--- src/rtl/match_log_pkg.sv ---
// Shared constants and helpers for the match event logger and its FIFO.
package match_log_pkg;

  localparam int TS_W_DEFAULT  = 16;
  localparam int DEPTH_DEFAULT = 4;
  localparam int CNT_W_DEFAULT = 16;
  localparam int ENTRY_W       = TS_W_DEFAULT + 1;

  // Stored entry is {ovf, ts}.
  function automatic int entry_width(input int ts_w);
    return ts_w + 1;
  endfunction

  // Counters up to 32 bits wide are zero-extended into this helper and truncated back.
  function automatic logic [31:0] sat_inc(input logic [31:0] val, input logic [31:0] max_val);
    logic [31:0] res;
    if (val >= max_val) begin
      res = max_val;
    end else begin
      res = val + 32'd1;
    end
    return res;
  endfunction

endpackage

--- src/rtl/sync_fifo_sa.sv ---
// Show-ahead synchronous FIFO; head entry is decoded directly from storage and read pointer.
module sync_fifo_sa
  import match_log_pkg::*;
#(
  parameter int WIDTH = ENTRY_W,
  parameter int DEPTH = DEPTH_DEFAULT
) (
  input  logic             clk,
  input  logic             rst_n,
  input  logic             push,
  input  logic             pop,
  input  logic [WIDTH-1:0] din,
  output logic [WIDTH-1:0] dout,
  output logic             full,
  output logic             empty
);

  localparam int AW = $clog2(DEPTH);
  localparam int PW = AW + 1;

  logic [PW-1:0]    wr_ptr_q, wr_ptr_d;
  logic [PW-1:0]    rd_ptr_q, rd_ptr_d;
  logic [WIDTH-1:0] mem_q [DEPTH];
  logic [WIDTH-1:0] mem_d [DEPTH];
  logic             do_push;
  logic             do_pop;

  // Extra pointer bit tells a wrapped (full) FIFO from an empty one.
  always_comb begin
    empty = (wr_ptr_q == rd_ptr_q);
    full  = (wr_ptr_q[AW] != rd_ptr_q[AW]) && (wr_ptr_q[AW-1:0] == rd_ptr_q[AW-1:0]);
    dout  = mem_q[rd_ptr_q[AW-1:0]];
  end

  // Next pointers and storage; a push while full is accepted only alongside a pop.
  always_comb begin
    do_pop   = pop && !empty;
    do_push  = push && (!full || do_pop);
    wr_ptr_d = do_push ? wr_ptr_q + PW'(1'b1) : wr_ptr_q;
    rd_ptr_d = do_pop ? rd_ptr_q + PW'(1'b1) : rd_ptr_q;
    mem_d    = mem_q;
    if (do_push) begin
      mem_d[wr_ptr_q[AW-1:0]] = din;
    end else begin
      mem_d = mem_q;
    end
  end

  // State registers with synchronous active-low reset.
  always_ff @(posedge clk) begin
    if (!rst_n) begin
      wr_ptr_q <= '0;
      rd_ptr_q <= '0;
      mem_q    <= '{default: '0};
    end else begin
      wr_ptr_q <= wr_ptr_d;
      rd_ptr_q <= rd_ptr_d;
      mem_q    <= mem_d;
    end
  end

endmodule

--- src/rtl/match_event_logger.sv ---
// Timestamps every 1101-detector match into a show-ahead FIFO, with saturating
// match/drop counters and an overflow marker on the first entry after a drop.
module match_event_logger
  import match_log_pkg::*;
#(
  parameter int TS_W  = TS_W_DEFAULT,
  parameter int DEPTH = DEPTH_DEFAULT,
  parameter int CNT_W = CNT_W_DEFAULT
) (
  input  logic             clk,
  input  logic             rst_n,
  input  logic             clr,
  input  logic             match_in,
  output logic             ev_valid,
  input  logic             ev_ready,
  output logic [TS_W-1:0]  ev_ts,
  output logic             ev_ovf,
  output logic [CNT_W-1:0] match_count,
  output logic [CNT_W-1:0] drop_count,
  output logic             drop_flag
);

  localparam int                EW      = entry_width(TS_W);
  localparam logic [31:0]       CNT_MAX = 32'((64'd1 << CNT_W) - 64'd1);

  logic [TS_W-1:0]  ts_q, ts_d;
  logic [CNT_W-1:0] match_count_q, match_count_d;
  logic [CNT_W-1:0] drop_count_q, drop_count_d;
  logic             drop_flag_q, drop_flag_d;
  logic             ovf_pend_q, ovf_pend_d;
  logic             fifo_full, fifo_empty;
  logic             pop, push, drop;
  logic [EW-1:0]    fifo_din, fifo_dout;

  // Flow control depends only on registered FIFO state plus the inputs.
  always_comb begin
    pop      = !fifo_empty && ev_ready;
    push     = match_in && (!fifo_full || pop);
    drop     = match_in && fifo_full && !pop;
    fifo_din = {ovf_pend_q && !clr, ts_q};
  end

  sync_fifo_sa #(
    .WIDTH (EW),
    .DEPTH (DEPTH)
  ) u_fifo (
    .clk   (clk),
    .rst_n (rst_n),
    .push  (push),
    .pop   (pop),
    .din   (fifo_din),
    .dout  (fifo_dout),
    .full  (fifo_full),
    .empty (fifo_empty)
  );

  // Next-state for timestamp, counters and overflow tracking; clr takes priority.
  always_comb begin
    ts_d = ts_q + TS_W'(1'b1);
    if (clr) begin
      match_count_d = '0;
      drop_count_d  = '0;
      drop_flag_d   = 1'b0;
      ovf_pend_d    = 1'b0;
    end else begin
      match_count_d = match_in ? CNT_W'(sat_inc(32'(match_count_q), CNT_MAX)) : match_count_q;
      drop_count_d  = drop ? CNT_W'(sat_inc(32'(drop_count_q), CNT_MAX)) : drop_count_q;
      drop_flag_d   = drop_flag_q || drop;
      if (drop) begin
        ovf_pend_d = 1'b1;
      end else if (push) begin
        ovf_pend_d = 1'b0;
      end else begin
        ovf_pend_d = ovf_pend_q;
      end
    end
  end

  // State registers with synchronous active-low reset.
  always_ff @(posedge clk) begin
    if (!rst_n) begin
      ts_q          <= '0;
      match_count_q <= '0;
      drop_count_q  <= '0;
      drop_flag_q   <= 1'b0;
      ovf_pend_q    <= 1'b0;
    end else begin
      ts_q          <= ts_d;
      match_count_q <= match_count_d;
      drop_count_q  <= drop_count_d;
      drop_flag_q   <= drop_flag_d;
      ovf_pend_q    <= ovf_pend_d;
    end
  end

  // Outputs decoded from registers only.
  always_comb begin
    ev_valid    = !fifo_empty;
    ev_ts       = fifo_dout[TS_W-1:0];
    ev_ovf      = fifo_dout[TS_W];
    match_count = match_count_q;
    drop_count  = drop_count_q;
    drop_flag   = drop_flag_q;
  end

endmodule

--- config.mk ---
export PLATFORM = sky130hd
export DESIGN_NAME = match_event_logger
export DESIGN_NICKNAME = d
export VERILOG_FILES = /design/src/rtl/match_log_pkg.sv /design/src/rtl/sync_fifo_sa.sv /design/src/rtl/match_event_logger.sv
export SDC_FILE = /design/constraint.sdc
export NUM_CORES = 1
export LEC_CHECK = 0
export CORE_ASPECT_RATIO = 0.9
export CORE_UTILIZATION = 61
export DETAILED_ROUTE_END_ITERATION = 10
export PLACE_DENSITY = 0.85
export SLEW_MARGIN = 20
export SYNTH_ARGS = -nofsm -noshare
export SYNTH_HDL_FRONTEND = slang
export SYNTH_SLANG_ARGS = --single-unit
--- constraint.sdc ---
create_clock -name clk -period 6.5 [get_ports clk]
set_input_delay 1.95 -clock clk [delete_from_list [all_inputs] [get_ports clk]]
set_output_delay 1.95 -clock clk [all_outputs]
set_load 0.1 [all_outputs]
**The clock network**

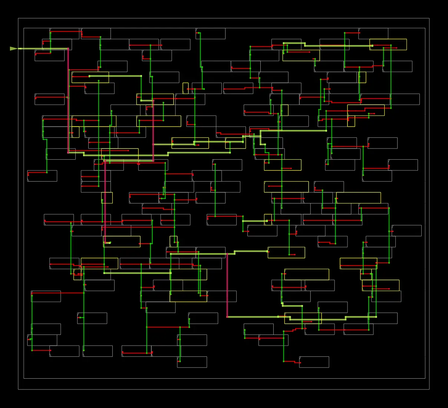
Clock Buffer Count: 18
CTS buffer count: 17
Max Clock Skew: 0.008529 ns
clock group total power: 0.000999 W
Flop Count: 124

**Close-up of the layout**

Region (62, 8) to (92, 38) µm. Cells in gray, sequential cells in the stronger gray; small squares are vias.
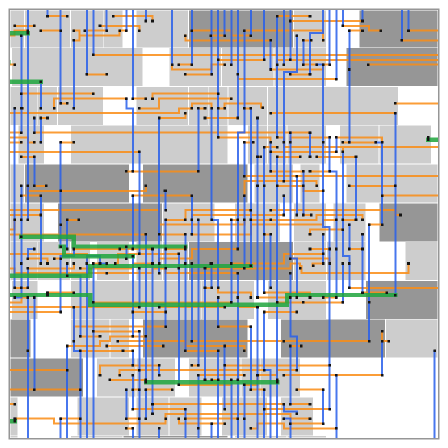
- green: M3
- blue: M2
- orange: M1
- netlist names of flops here include: `drop_count` (8), `u_fifo.mem_q` (3)
- sequential cells in the window: 12
- cells with their middle in the window: 70
- most frequent: dfxtp_1 (12), nand2_1 (7)

**Drive-strength map**

The bar under the picture is 20 µm long.
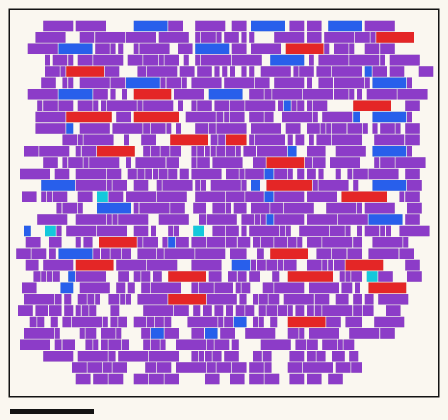
- purple: x1 and smaller (cells 565)
- blue: x2 (cells 34)
- red: x6 and larger (cells 22)
- cyan: x3 and x4 (cells 4)
design area: 6730 µm²
Final WS setup: 1.315 ns
Area growth, synth to finish: 22.00%
Non-CTS buffers: 57

**Clock wires, drivers and flops**

The bar under the picture is 20 µm long.
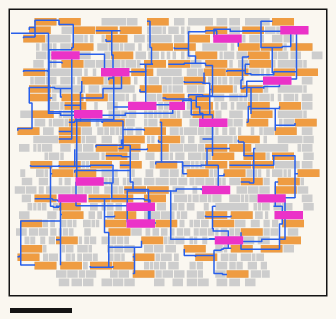
- orange: flip-flops (count 124)
- blue: clock wires (length 1570 µm)
- magenta: clock-net drivers (count 17)
- flops lie: spread over the die
clk ins delay skew pair: 0.53 ns
clock power share: 51.2%

**Sequential cells grouped by signal name**

The bar under the picture is 20 µm long.
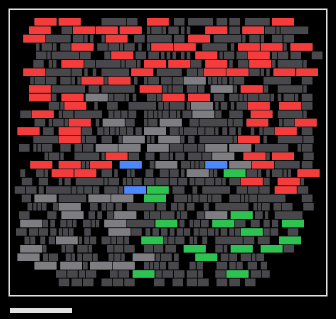
- green: `drop_count` (placed flops 16)
- blue: `u_fifo.rd_ptr_q` (placed flops 3)
- red: `u_fifo.mem_q` (placed flops 68)
sequential share of cell area: 36.88%
Post-Route Utilization: 77.46%
Seq. pwr: 0.000793 W
register area: 2482 µm²

-- cell type report --
cell class	count	area (µm²)
Multi-Input combinational cell	398	2868
Sequential cell	124	2482
Fill cell	565	1958
Timing Repair Buffer	57	560.5
Clock buffer	18	417.9
Clock inverter	14	200.2
Tap cell	119	148.9
Inverter	14	52.55
-- cells by family (layout without fill, tap and decap cells) --
logic type                 count (synthesis)  count (layout)  share of synthesized area (%)
muxes                                     91              91                          20.37
buffers and inverters                     41             103                          3.175
and+or+nand+nor                          209             209                          17.96
DFF                                      124             124                          45.00
xor gates and xnor gates                  26              26                          4.128
adders and majority gates                  8               8                          1.815
AOI/OAI and AO/OA                         64              64                          7.553
-- registers in the layout, indices dropped and copies added, names as in the netlist --
name             cells
ovf_pend_q           1
u_fifo.rd_ptr_q      3
drop_count          16
u_fifo.wr_ptr_q      3
drop_flag            1
ts_q                16
u_fifo.mem_q        68
match_count         16
-- worst max-delay path by stage --
stage | to | startpoint
2_1_floorplan | ev_ts[10] | u_fifo.rd_ptr_q[0]$_SDFFE_PN0P_
3_3_place_gp | ev_ts[8] | u_fifo.rd_ptr_q[0]$_SDFFE_PN0P_
3_5_place_dp | ev_ts[8] | u_fifo.rd_ptr_q[0]$_SDFFE_PN0P_
4_1_cts | ev_ts[8] | u_fifo.rd_ptr_q[0]$_SDFFE_PN0P_
5_1_grt | ev_ts[2] | u_fifo.rd_ptr_q[0]$_SDFFE_PN0P_
6_report | ev_ts[8] | u_fifo.rd_ptr_q[0]$_SDFFE_PN0P_
-- critical path: cells and delay by family, from the launching register on --
| family | cells | cell delay [ns] |
|---|---|---|
| buffers and inverters | 2 | 1.35 |
| DFF | 1 | 0.81 |
| muxes | 1 | 0.53 |
==> flow_summary.ini <==
; yosys + openroad results
[run_status]
outcome = finished clean

[global_route]
met2_usage_pct = 45.36
grt.busiest_layer = met2
antenna_found_initial = 0
grt_pass1_wl_um = 20400
grtUsageMet3_pct = 7.927
grt_max_degree = 91
grt_pass1_vias = 4339
grt-ovfl-total = 0

[run]
openroad.warnings = 29
drv_cap = 0

[floorplan]
dieArea_um2 = 9428
dieWidth_um = 102.2
io-pin-count = 56
core-area_um2 = 8688
die_y_um = 92.22
fp_util_pct = 63.49

[synthesis]
top_cells_by_count = dfxtp_1 (124), nand2_1 (102), mux2i_1 (74), nor2_1 (22)
synth-async-reset-ratio_pct = 0
top_area_share_pct = 45.00
synth-edff-count = 0
synthFlopType = dfxtp_1
avgSynthCellArea_um2 = 9.798
yosys_register_bits = 124
synth_area_um2 = 5517
fp_nets = 576
ys_seq_share_pct = 45.00
ys_cells = 563
most_common_cell = dfxtp_1
yosysChipArea_um2 = 5517
syn_inst = 563
ys_warn_count = 0
post-synth-top-area-cell = dfxtp_1

[critical_path]
crit_type = reg2out
cp_slowest_cell = clkdlybuf4s50_1
crit_chain = buf_4, mux4_2, clkdlybuf4s50_1
crit_path_end_kind = output port
cp.arrival_ns = 3.23
path_max_fanout = 12
slowest_delay_ns = 0.98
r2r-end = drop_count[13]$_SDFFE_PP0P_
r2r_cells = 4
reg2reg_slack_ns = 3.20
crit_path_start_kind = flop
r2r-start = u_fifo.rd_ptr_q[1]$_SDFFE_PN0P_

[routing]
viasPerCell = 5.937
met2_length_um = 6071
firstDrtPassIters = 5
vias = 4417
routedWlPerCell_um = 16.64
wl_met3_um = 627
routed_wl_um = 12380
antenna_left = 0
drc_errors = 0
topRoutingLayerUsed = met4

[finish]
antenna_cells = 0
lay_top_cells = dfxtp_1 (124), nand2_1 (102), mux2i_1 (74)
layout.cells.most_common = dfxtp_1
final_cells = 744
nets = 625

[final_timing]
hold_ws_ns = 0.4482
post-route-min-period_ns = 5.185
slew_violations = 0
relSlewSlack_pct = 26.01
fin_setup_tns_ns = 0
setup_viol = 0
layout_worst_path_cycle_share_pct = 79.77
fmax_mhz = 192.9

[worst_hold_path]
min_from = drop_flag$_SDFF_PP0_
holdPathEnd = drop_flag$_SDFF_PP0_
hp-class = reg2reg

[place]
dp.cells = 712
placed_area_um2 = 6103
place_ws_ns = 1.833
io_buffers = 55
gp_congestion = 0.8165
dp_hpwl_um = 7572

[power_and_ir_drop]
sw_frac_of_total_pct = 24.10
leakage_nw = 2.685
p_total_w = 0.001952
p_per_area_nw_per_um2 = 290.1
comb_cell_power_w = 0.000160
top_power_group = clock
combPwrFrac_pct = 8.2
p_sw_w = 0.0004706

[clock_network]
cts-resized-gates = 0
clkTransAtPathRegs_ns = 0.06
cts_setup_buffers = 0
clock-sinks = 124
clock-root-buffer = clkbuf_8
htreeDepth = 4
Power figures rest on the tool's default switching activity, not on a simulated workload.
